### Sequential cells colored by netlist name, run 1

Drawn at 4 px/µm. Other sequential cells in the stronger gray, the rest of the logic in the fainter gray.
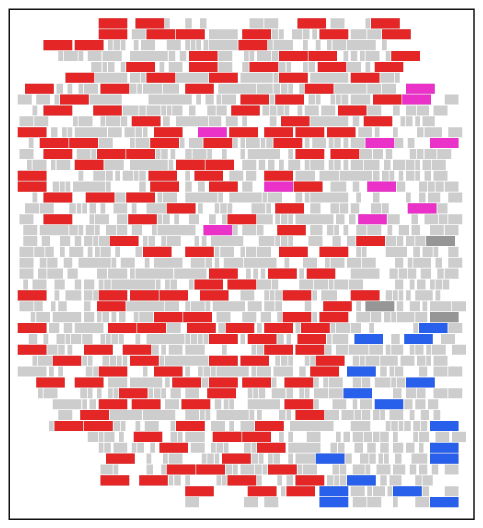
### Cell placement, run 1

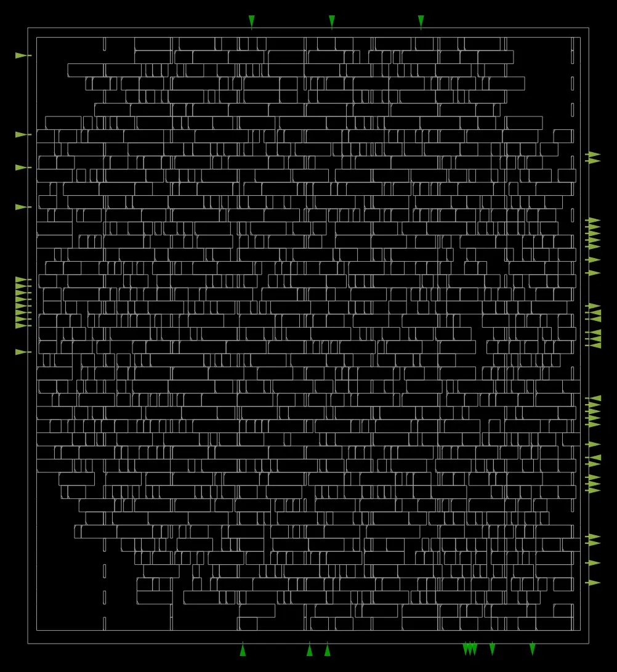
### Signal metal coverage by tile, run 1

Drawn at 3 px/µm. 23 x 25 tiles, from dark blue (low) to red (high), scaled to the fullest tile. Values are wire area over tile area, all layers added.
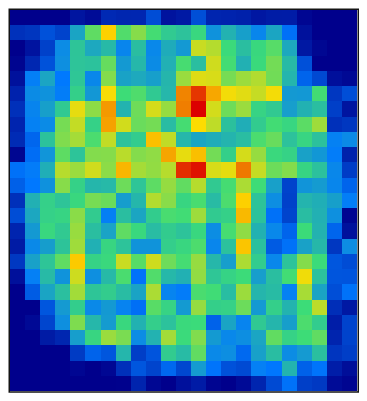
==> src/rtl/pc_branch_unit_pkg.sv <==
// Shared types and constants for the PC / branch-resolution stage.
package Definitions;
  typedef enum logic [1:0] {IDLE, ARMED, RUN, DONE} pc_state_t;

  localparam int DEF_PW = 10;
  localparam int DEF_LW = 4;
  localparam int DEF_CW = 16;
  localparam int LUT_INIT_N = 1 << DEF_LW;

  // Power-on branch targets: entry i points at i*16.
  localparam logic [DEF_PW-1:0] BRANCH_LUT_INIT [LUT_INIT_N] = '{
    10'h000, 10'h010, 10'h020, 10'h030, 10'h040, 10'h050, 10'h060, 10'h070,
    10'h080, 10'h090, 10'h0A0, 10'h0B0, 10'h0C0, 10'h0D0, 10'h0E0, 10'h0F0
  };
endpackage

==> src/rtl/pc_branch_unit_branch_lut.sv <==
// Writable branch-target table: sync write, comb read, sync reload on Reset.
module branch_lut
  import Definitions::*;
#(
  parameter int PW = DEF_PW,
  parameter int LW = DEF_LW
) (
  input  logic          Clk,
  input  logic          Reset,
  input  logic          WrEn,
  input  logic [LW-1:0] WrIdx,
  input  logic [PW-1:0] WrData,
  input  logic [LW-1:0] RdIdx,
  output logic [PW-1:0] RdData
);
  localparam int NE = 1 << LW;

  logic [PW-1:0] mem_q [NE];
  logic [PW-1:0] mem_d [NE];

  always_comb begin
    mem_d = mem_q;
    if (WrEn) mem_d[WrIdx] = WrData;
  end

  // Reads see registered contents, so a coincident write is not forwarded.
  assign RdData = mem_q[RdIdx];

  always_ff @(posedge Clk) begin
    if (Reset) begin
      for (int i = 0; i < NE; i++) mem_q[i] <= PW'(BRANCH_LUT_INIT[i % LUT_INIT_N]);
    end else begin
      mem_q <= mem_d;
    end
  end
endmodule

==> src/rtl/pc_branch_unit.sv <==
// PC sequencing, BNE resolution, Start/Ack handshake and instruction count.
module pc_branch_unit
  import Definitions::*;
#(
  parameter int PW = DEF_PW,
  parameter int LW = DEF_LW,
  parameter int CW = DEF_CW
) (
  input  logic          Clk,
  input  logic          Reset,
  input  logic          Start,
  input  logic          Halt,
  input  logic          CmpEn,
  input  logic          BranchEn,
  input  logic          Zero,
  input  logic [LW-1:0] LutIdx,
  input  logic          LutWrEn,
  input  logic [LW-1:0] LutWrIdx,
  input  logic [PW-1:0] LutWrData,
  output logic [PW-1:0] PC,
  output logic          Running,
  output logic          Ack,
  output logic [CW-1:0] InstCnt
);
  pc_state_t     state_q, state_d;
  logic [PW-1:0] pc_q, pc_d;
  logic          flag_q, flag_d;
  logic [CW-1:0] cnt_q, cnt_d;
  logic [PW-1:0] lut_tgt;

  branch_lut #(.PW(PW), .LW(LW)) u_lut (
    .Clk    (Clk),
    .Reset  (Reset),
    .WrEn   (LutWrEn),
    .WrIdx  (LutWrIdx),
    .WrData (LutWrData),
    .RdIdx  (LutIdx),
    .RdData (lut_tgt)
  );

  always_comb begin
    state_d = state_q;
    pc_d    = pc_q;
    flag_d  = flag_q;
    cnt_d   = cnt_q;
    unique case (state_q)
      IDLE:  if (Start) state_d = ARMED;
      ARMED: if (!Start) state_d = RUN;
      RUN: begin
        if (cnt_q != '1) cnt_d = cnt_q + 1'b1;
        // Branch tests the flag as it stood before this cycle's CMP.
        if (Halt)                     state_d = DONE;
        else if (BranchEn && !flag_q) pc_d = lut_tgt;
        else                          pc_d = pc_q + 1'b1;
        if (CmpEn) flag_d = Zero;
      end
      DONE: begin
        if (Start) begin
          state_d = ARMED;
          pc_d    = '0;
          flag_d  = 1'b0;
          cnt_d   = '0;
        end
      end
      default: state_d = IDLE;
    endcase
  end

  always_ff @(posedge Clk) begin
    if (Reset) begin
      state_q <= IDLE;
      pc_q    <= '0;
      flag_q  <= 1'b0;
      cnt_q   <= '0;
    end else begin
      state_q <= state_d;
      pc_q    <= pc_d;
      flag_q  <= flag_d;
      cnt_q   <= cnt_d;
    end
  end

  assign PC      = pc_q;
  assign Running = (state_q == RUN);
  assign Ack     = (state_q == DONE);
  assign InstCnt = cnt_q;
endmodule
==> config.mk <==
export PLATFORM = sky130hd
export DESIGN_NAME = pc_branch_unit
export DESIGN_NICKNAME = d
export VERILOG_FILES = /design/src/rtl/pc_branch_unit_pkg.sv /design/src/rtl/pc_branch_unit_branch_lut.sv /design/src/rtl/pc_branch_unit.sv
export SDC_FILE = /design/constraint.sdc
export NUM_CORES = 1
export LEC_CHECK = 0
export CAP_MARGIN = 20
export CORE_ASPECT_RATIO = 1.1
export CORE_MARGIN = 1.5
export CORE_UTILIZATION = 62
export CTS_BUF_LIST = sky130_fd_sc_hd__clkbuf_4 sky130_fd_sc_hd__clkbuf_8
export CTS_CLUSTER_DIAMETER = 120
export CTS_CLUSTER_SIZE = 24
export DETAILED_ROUTE_END_ITERATION = 10
export PLACE_DENSITY = 0.79
export SYNTH_ARGS = -nofsm -noshare
export SYNTH_HDL_FRONTEND = slang
export SYNTH_SLANG_ARGS = --single-unit
==> constraint.sdc <==
create_clock -name Clk -period 2.8 [get_ports Clk]
set_input_delay 0.84 -clock Clk [delete_from_list [all_inputs] [get_ports Clk]]
set_output_delay 0.84 -clock Clk [all_outputs]
set_load 0.02 [all_outputs]
==> Table 3: Implementation characteristics, run 1 <==
Physical design parameters

Parameter                              Value

STA
  Worst hold margin .................. 0.454 ns
  Final worst path period need .................. 2.67 ns
  Minimum setup slack in the final design .................. 0.129 ns
  Final count of negative-setup-slack endpoints .................. 0
  Final Hold Fails .................. 0
  Peak clock frequency supported by timing .................. 374 MHz
  Slew at the pin with the worst max-slew slack .................. 0.688 ns
  Headroom to the max-slew limit .................. 0.540
  Max Slew Vio Count .................. 0
  Final worst clock skew .................. 0.0105 ns
  Part of the cycle the worst path needs .................. 0.954
  Total Neg Setup Slack .................. 0 ns

Detailed routing
  DRC marker count from the first detailed-route iteration .................. 746
  Met1 wire length .................. 9400 µm
  Met2 WL post-DR .................. 10600 µm
  Count of nets left with antenna violations after detail routing .................. 0
  1st-pass router iterations .................. 5
  Met3 wire length .................. 1670 µm
  Post-detailed-routing wire length .................. 22400 µm
  Highest metal layer used by the detailed router .................. met4
  DRC viols .................. 0
  Detailed-route vias per instance .................. 6.03

Cells and area
  Relative area change from synthesis to final layout .................. 16.2%
  Final instance area .................. 0.0101 mm²
  Antenna diode count .................. 0
  Fill cell total of the finished layout .................. 1032
  Proportion of layout cells with a drive suffix above 1 .................. 0.126

Critical path
  Element type at the critical path end .................. output pin
  Delay of the slowest critical-path stage .................. 0.63 ns
  Type of origin of the critical path .................. flip-flop
  FF-to-FF path depth .................. 7
  Highest fanout seen on the critical path .................. 10
  Largest delay share family, worst path .................. buffers and inverters
  Worst Path Buf+Inv .................. 1
  Worst path arrival time .................. 1.83 ns
  Required time of the critical path .................. 1.96 ns
  Critical-path cell with the highest stage delay .................. clkdlybuf4s50_1
  Critical setup path kind .................. reg2out
  Worst-path cell chain .................. ha_2 > clkdlybuf4s50_1

Placed design
  Number of port buffers .................. 53
  Count of placed standard cells including taps .................. 1178
  Area after DPL .................. 0.00964 mm²
  Worst setup slack after placement .................. -0.0350 ns
  Final RePlAce weighted congestion .................. 0.868
  Detail Placement HPWL .................. 15100 µm

Die
  Core area .................. 0.0137 mm²
  Total die size .................. 0.0147 mm²
  Initial Util .................. 0.632
  Die extent in x .................. 116 µm
  Number of top-level pins .................. 54

Clock network
  Post-cts repair resize count .................. 0
  Num CTS Buffers .................. 17
  Post-cts hold-fix buffer tally .................. 0
  Max clock buf depth .................. 2
  Master cell of the clock root buffer .................. clkbuf_8
  Clock latency reported for the late side of the worst-skew pair .................. 0.48 ns
  Number of post-CTS setup repair buffers .................. 0
  Clock edge transition at the registers on the reported setup and hold paths .................. 0.09 ns
  Number of levels in the clock H-tree .................. 4
  CTS tree .................. built
  Sink count of the clock tree .................. 189

GRT
  Initial antenna violation count .................. 0
  Total global routing overflow .................. 0
  Largest net degree at the start of global routing .................. 122
  Via count of the first global-routing pass .................. 6749
  First-pass GRT wire length .................. 35900 µm

Yosys
  Average footprint of a synthesized cell .................. 9.13 µm²
  FFs w/ async S/R, synth .................. 0
  Summed standard-cell area reported by yosys .................. 0.00868 mm²
  Predominant post-synthesis flop cell .................. dfxtp_1
  Distinct lib cells used .................. 56
  Post-synth EDFFs .................. 0
  Registers, synthesis .................. 189
  Sequential-to-total area share from yosys stat .................. 0.436
  Yosys warning count .................. 0
  Net count after synthesis .................. 982

Flow run
  OpenROAD warning count .................. 30
  Max-cap violations .................. 0

Power and ir drop
  Largest voltage drop on the vdd net .................. 0.277 mV
  LEAKAGE .................. 3.84 nW
  Pwr per Cell Area .................. 549 mW/mm²

Worst hold path
  Type of the worst min-delay path .................. reg2reg
  Number of instances on the worst hold path .................. 2

Run status
  Status .................. finished clean
Notes on 'Sequential cells colored by netlist name' above:
[`u_lut.mem_q`] red | sequential cells: 160
[`InstCnt`] blue | sequential cells: 16 | where: bottom right
[`PC`] magenta | sequential cells: 10
post-layout utilization of the core: 0.734
power in sequential cells: 2.80 mW
combined flip-flop and latch cell area: 0.00378 mm²
sequential cell area share: 0.375

Notes on 'Cell placement' above:
post-route non-filler standard cell count: 1210
row count: 45
num sequential: 189

Notes on 'Signal metal coverage by tile' above:
tiles over half the peak: 27%
emptiest ninth of the die: bottom left
densest ninth of the die: middle
fullest tile: 0.69
mean over tiles: 0.25
nearly empty tiles: 9.2%
overall routing resource usage: 0.321
vias after detailed routing: 7293
routed length per placed instance: 18.6 µm

## run 1: cells in the mapped netlist, types with 6 or more instances
master | count | area, µm²
and3_1 | 11 | 68.8
nand2b_1 | 8 | 50.1
mux2_2 | 10 | 113
dfxtp_1 | 189 | 3780
nor3_1 | 6 | 30.0
buf_2 | 8 | 40.0
clkbuf_1 | 44 | 165
a31oi_1 | 9 | 56.3
o21ai_0 | 21 | 105
mux4_1 | 11 | 289
nand2_1 | 200 | 751
nor2_1 | 92 | 345
nand4_1 | 7 | 43.8
inv_1 | 6 | 22.5
mux4_2 | 24 | 541
nand3_1 | 43 | 215
mux2i_1 | 99 | 991
a21oi_1 | 81 | 405
nor2b_1 | 7 | 43.8
## run 1: cells in the final DEF, fill, tap and decap left out, types with 5 or more instances in the layout
cell type | netlist | layout
nand2_1 | 200 | 200
dfxtp_1 | 189 | 189
mux2i_1 | 99 | 99
nor2_1 | 92 | 92
a21oi_1 | 81 | 81
clkdlybuf4s50_1 | 0 | 51
nand3_1 | 43 | 43
buf_4 | 4 | 39
mux4_2 | 24 | 24
o21ai_0 | 21 | 21
clkbuf_8 | 0 | 17
and3_1 | 11 | 11
mux4_1 | 11 | 11
mux2_2 | 10 | 10
buf_12 | 1 | 10
a31oi_1 | 9 | 9
nand2b_1 | 8 | 8
nor2b_1 | 7 | 7
nand4_1 | 7 | 7
inv_1 | 6 | 6
nor3_1 | 6 | 6
xnor2_1 | 5 | 5
## run 1: path summary, 6_finish.rpt
check	startpoint	slack, ns	end
setup / recovery	state_q[1]	0.13	Ack
hold / removal	u_lut.mem_q[65]	0.45	u_lut.mem_q[65]
setup reg to reg	state_q[0]	0.56	PC[7]
hold reg to reg	u_lut.mem_q[65]	0.45	u_lut.mem_q[65]
## run 1: final cells by class
| cell class | count | area, µm² | share of cell area |
|---|---|---|---|
| clock inverters | 13 | 190 | 0.0189 |
| repair buffers | 101 | 1010 | 0.100 |
| well taps | 188 | 235 | 0.0233 |
| clock buffers | 19 | 249 | 0.0247 |
| inverters | 6 | 22.5 | 0.00223 |
| multi-input cells | 694 | 4600 | 0.456 |
| flip-flops and latches | 189 | 3780 | 0.375 |
## run 1: flip-flops by register name, summed over array words and instances (netlist names)
name,count
u_lut.mem_q,160
PC,10
state_q,2
flag_q,1
InstCnt,16
## run 1: routing by layer
metal,vias up,track usage
li1,3466,-
met1,3486,0.431
met2,282,0.506
met3,59,0.0579
met4,0,0.143
met5,-,0
## run 1: tightest hold or removal path, cell delays in order, from the launching register on
cell and delay [ns]:
dfxtp_1 0.32, nand2_1 0.05, a21oi_1 0.05
## run 1: cell families (layout without fill, tap and decap cells)
logic type	after synthesis	in the layout	share of synthesized area
AND/OR/NAND/NOR	401	401	0.202
flip-flops	189	189	0.436
multiplexers	144	144	0.223
AND-OR/OR-AND	138	138	0.0911
buffers and inverters	68	139	0.0350
XOR/XNOR	6	6	0.00605
adder cells (fa/ha/maj)	5	5	0.00721
## run 1: where the power goes
group	switching, mW	leakage (nW)	total (mW)	internal (mW)
clock	0.985	0.221	1.98	0.999
sequential	0.0537	1.53	2.80	2.75
combinational	0.443	2.09	0.755	0.313
## Run 2: what changed since run 1
--- a/config.mk
+++ b/config.mk
@@ -14,6 +14,7 @@
 export CTS_CLUSTER_SIZE = 24
 export DETAILED_ROUTE_END_ITERATION = 10
 export PLACE_DENSITY = 0.79
+export SKIP_CTS_REPAIR_TIMING = 1
 export SYNTH_ARGS = -nofsm -noshare
 export SYNTH_HDL_FRONTEND = slang
 export SYNTH_SLANG_ARGS = --single-unit
==> constraint.sdc (replaced) <==
create_clock -name Clk -period 2.85 [get_ports Clk]
set_input_delay 0.855 -clock Clk [delete_from_list [all_inputs] [get_ports Clk]]
set_output_delay 0.855 -clock Clk [all_outputs]
set_load 0.02 [all_outputs]
==> run 2 against run 1 <==
Compared with the run above: worst setup slack improved by 0.027 ns; count of clock-buffer cells in the layout grew 2; global-route usage shrank 0.055 points; first-iteration DRC count down 2.1%; critical path type unchanged; critical endpoint unchanged; highest routed layer unchanged.
==> Table 3: Implementation characteristics, run 2 <==
Physical design parameters

Parameter                              Value

Yosys
  Sequential-to-total area share from yosys stat .................. 0.436 (unchanged)
  FFs w/ async S/R, synth .................. 0 (unchanged)
  Post-synth EDFFs .................. 0 (unchanged)
  Total standard cell area after synthesis .................. 0.00868 mm²
  Top cells by area in the synthesized netlist .................. dfxtp_1, mux2i_1, nand2_1, mux4_2, a21oi_1
  Gate count after technology mapping .................. 951
  Summed standard-cell area reported by yosys .................. 0.00868 mm² (unchanged)
  Average footprint of a synthesized cell .................. 9.13 µm² (unchanged)
  Distinct lib cells used .................. 56 (unchanged)
  Registers, synthesis .................. 189 (unchanged)
  Yosys warning count .................. 0 (unchanged)
  Most used standard cell by instance count after synthesis .................. nand2_1
  Net count after synthesis .................. 982 (unchanged)
  Area share, top type .................. 0.436 (unchanged)
  Number of standard cells reported by yosys .................. 951
  Predominant post-synthesis flop cell .................. dfxtp_1
  Synth top cells by count .................. nand2_1, dfxtp_1, mux2i_1, nor2_1, a21oi_1
  Post-synth top area cell .................. dfxtp_1

Clock network
  Master cell of the clock root buffer .................. clkbuf_8
  Number of levels in the clock H-tree .................. 4 (unchanged)
  Clock latency reported for the late side of the worst-skew pair .................. 0.47 ns (about the same)
  Sink count of the clock tree .................. 189 (unchanged)
  Max clock buf depth .................. 2 (unchanged)
  CTS tree .................. built
  Num CTS Buffers .................. 17 (unchanged)
  Clock edge transition at the registers on the reported setup and hold paths .................. 0.09 ns (about the same)

Cells and area
  Most numerous logic cell after layout .................. nand2_1
  Proportion of layout cells with a drive suffix above 1 .................. 0.128 (+0.00171)
  Top register by number of flip-flops .................. u_lut.mem_q
  Number of nets at the end of the flow .................. 1042
  Commonest non-fill, non-tap cells in the layout .................. nand2_1, dfxtp_1, mux2i_1, nor2_1, a21oi_1
  Max FFs per register .................. 160 (unchanged)
  Combined flip-flop and latch cell area .................. 0.00378 mm² (unchanged)
  Relative area change from synthesis to final layout .................. 16.0%
  Combined area of the multi-input logic cells .................. 0.00460 mm² (unchanged)
  Antenna diode count .................. 0 (unchanged)

Die
  Initial Util .................. 0.632 (unchanged)
  Die extent in x .................. 116 µm (unchanged)
  Total die size .................. 0.0147 mm² (unchanged)
  Row count .................. 45 (unchanged)
  Die y size .................. 127 µm

GRT
  Total global routing overflow .................. 0 (unchanged)
  Overall routing resource usage .................. 0.320 (-0.000552)
  Largest net degree at the start of global routing .................. 71 (-42%)
  Initial antenna violation count .................. 0 (unchanged)
  First-pass GRT wire length .................. 36200 µm (+0.88%)
  Via count of the first global-routing pass .................. 6989 (+3.6%)

STA
  Max Slew Vio Count .................. 0 (unchanged)
  Part of the cycle the worst path needs .................. 0.945
  RSZ-0062 raised after global routing .................. false
  Final count of negative-setup-slack endpoints .................. 0 (unchanged)
  Headroom to the max-slew limit .................. 0.492 (-0.0484)
  Slew at the pin with the worst max-slew slack .................. 0.760 ns (+0.0724 ns)
  Final Hold Fails .................. 0 (unchanged)
  Final worst clock skew .................. 0.00719 ns (-0.00326 ns)
  Peak clock frequency supported by timing .................. 371 MHz
  Final worst path period need .................. 2.69 ns

Detailed routing
  Routed length per placed instance .................. 18.8 µm (+1.2%)
  DRC marker count from the first detailed-route iteration .................. 730 (-2.1%)
  1st-pass router iterations .................. 6 (+1)
  Post-detailed-routing wire length .................. 22800 µm (+1.3%)
  DRC viols .................. 0 (unchanged)
  Detailed-route vias per instance .................. 6.15 (+2.1%)
  Vias after detailed routing .................. 7458 (+2.3%)
  Count of nets left with antenna violations after detail routing .................. 0 (unchanged)

Critical path
  Element type at the critical path end .................. output pin
  Critical-path cell with the highest stage delay .................. clkdlybuf4s50_1
  Highest fanout seen on the critical path .................. 10 (unchanged)
  Required time of the critical path .................. 2.00 ns (+0.04 ns)
  Largest delay share family, worst path .................. buffers and inverters
  Delay of the slowest critical-path stage .................. 0.64 ns (about the same)
  Worst path arrival time .................. 1.84 ns (about the same)
  Worst-path cell chain .................. ha_2 > clkdlybuf4s50_1
  Critical setup path kind .................. reg2out
  Worst Path Buf+Inv .................. 1 (unchanged)
  Type of origin of the critical path .................. flip-flop

Power and ir drop
  Largest voltage drop on the vdd net .................. 0.369 mV (+33%)
  LEAKAGE .................. 3.83 nW (-0.29%)
  Pwr per Cell Area .................. 532 mW/mm² (-3.2%)

Run status
  Status .................. finished clean

Placed design
  Detail Placement HPWL .................. 15000 µm (-0.45%)
  Count of placed standard cells including taps .................. 1180 (+0.17%)
  Final RePlAce weighted congestion .................. 0.883 (+1.7%)

Worst hold path
  Type of the worst min-delay path .................. reg2reg

Flow run
  OpenROAD warning count .................. 28 (-6.7%)
  Max-cap violations .................. 0 (unchanged)
==> run 2: path summary, 6_finish.rpt <==
| kind | startpoint | endpoint | slack [ns] | cells past startpoint |
|---|---|---|---|---|
| min reg2reg | u_lut.mem_q[33] | u_lut.mem_q[33] | 0.46 | 2 |
| max reg2reg | state_q[0] | InstCnt[13] | 0.68 | 9 |
| min | u_lut.mem_q[33] | u_lut.mem_q[33] | 0.46 | 2 |
| max | state_q[0] | Ack | 0.16 | 2 |
==> run 2: metal layers <==
layer,global-route usage,part of all wire,up-vias
met5,0,0,-
met4,0.151,0.036,0
met3,0.0588,0.082,73
met2,0.514,0.48,363
met1,0.419,0.41,3567
li1,-,-,3455
==> run 2: kinds of logic (layout without fill, tap and decap cells) <==
group           count (synthesis)  count (layout)  synth area share
xor+xnor                        6               6           0.00605
flops                         189             189             0.436
simple gates                  401             401             0.202
buf+inv                        68             141            0.0350
fa+ha+maj                       5               5           0.00721
mux                           144             144             0.223
compound gates                138             138            0.0911
==> run 2: layout make-up <==
class / count / area share
Tap cell: 188 / 0.0234
Clock buffer: 21 / 0.0287
Multi-Input combinational cell: 694 / 0.457
Inverter: 6 / 0.00224
Timing Repair Buffer: 103 / 0.100
Sequential cell: 189 / 0.376
Clock inverter: 11 / 0.0130
==> run 2: report_power, final <==
group / leakage (nW) / switching [mW] / internal [mW]
registers: 1.53 / 0.0530 / 2.70
clock network: 0.205 / 0.971 / 0.883
logic: 2.10 / 0.436 / 0.312
total: 3.83 / 1.46 / 3.89
==> run 2: tightest hold or removal path, cell delays in order, from the launching register on <==
cell and delay [ns]:
dfxtp_1 0.32, nand2_1 0.05, a21oi_1 0.05
==> run 2: stage by stage <==
step	hold slack, ns	setup WS (ns)	TNS, ns	instance area, µm²	total power [mW]
4_1_cts	0.456	0.0503	0	10100	5.35
3_3_place_gp	0.439	-0.00822	-0.00822	9650	3.53
6_report	0.455	0.156	0	10100	5.35
3_5_place_dp	0.443	-0.0569	-0.0569	9650	3.54
2_1_floorplan	0.432	0.475	0	8680	3.28
5_1_grt	0.471	0.0829	0	10100	5.54
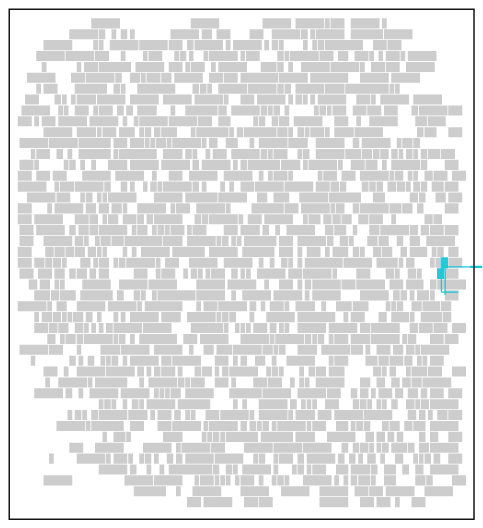
*I/O nets highlighted, run 2*
Drawn at 4 px/µm.
[`CmpEn`] cyan | direction: input | end cells: 2 | buffers: 1 | wire: 25.4 µm
number of top-level pins: 54
number of port buffers: 53

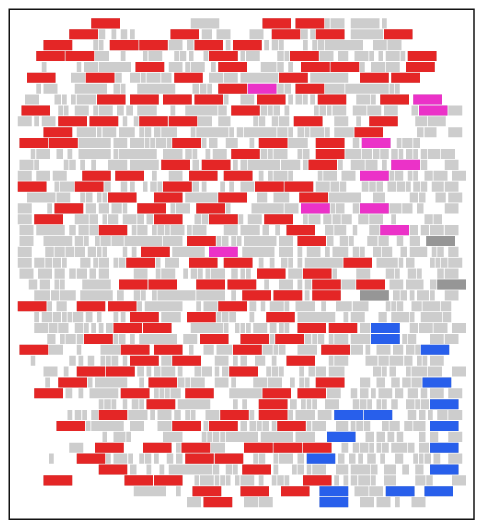
*Sequential cells colored by netlist name, run 2*
Drawn at 4 px/µm. Other sequential cells in the stronger gray, the rest of the logic in the fainter gray.
[`InstCnt`] blue | sequential cells: 16 | where: bottom right
[`PC`] magenta | sequential cells: 10
[`u_lut.mem_q`] red | sequential cells: 160

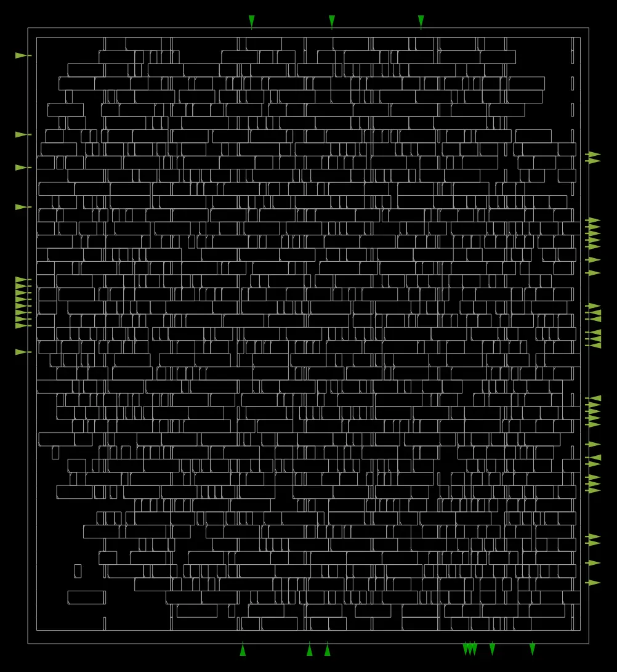
*Cell placement, run 2*
post-route non-filler standard cell count: 1212
number of tap instances: 188
core area: 0.0137 mm²
fill cell total of the finished layout: 1085
post-layout utilization of the core: 0.733

Power figures rest on the tool's default switching activity, not on a simulated workload.
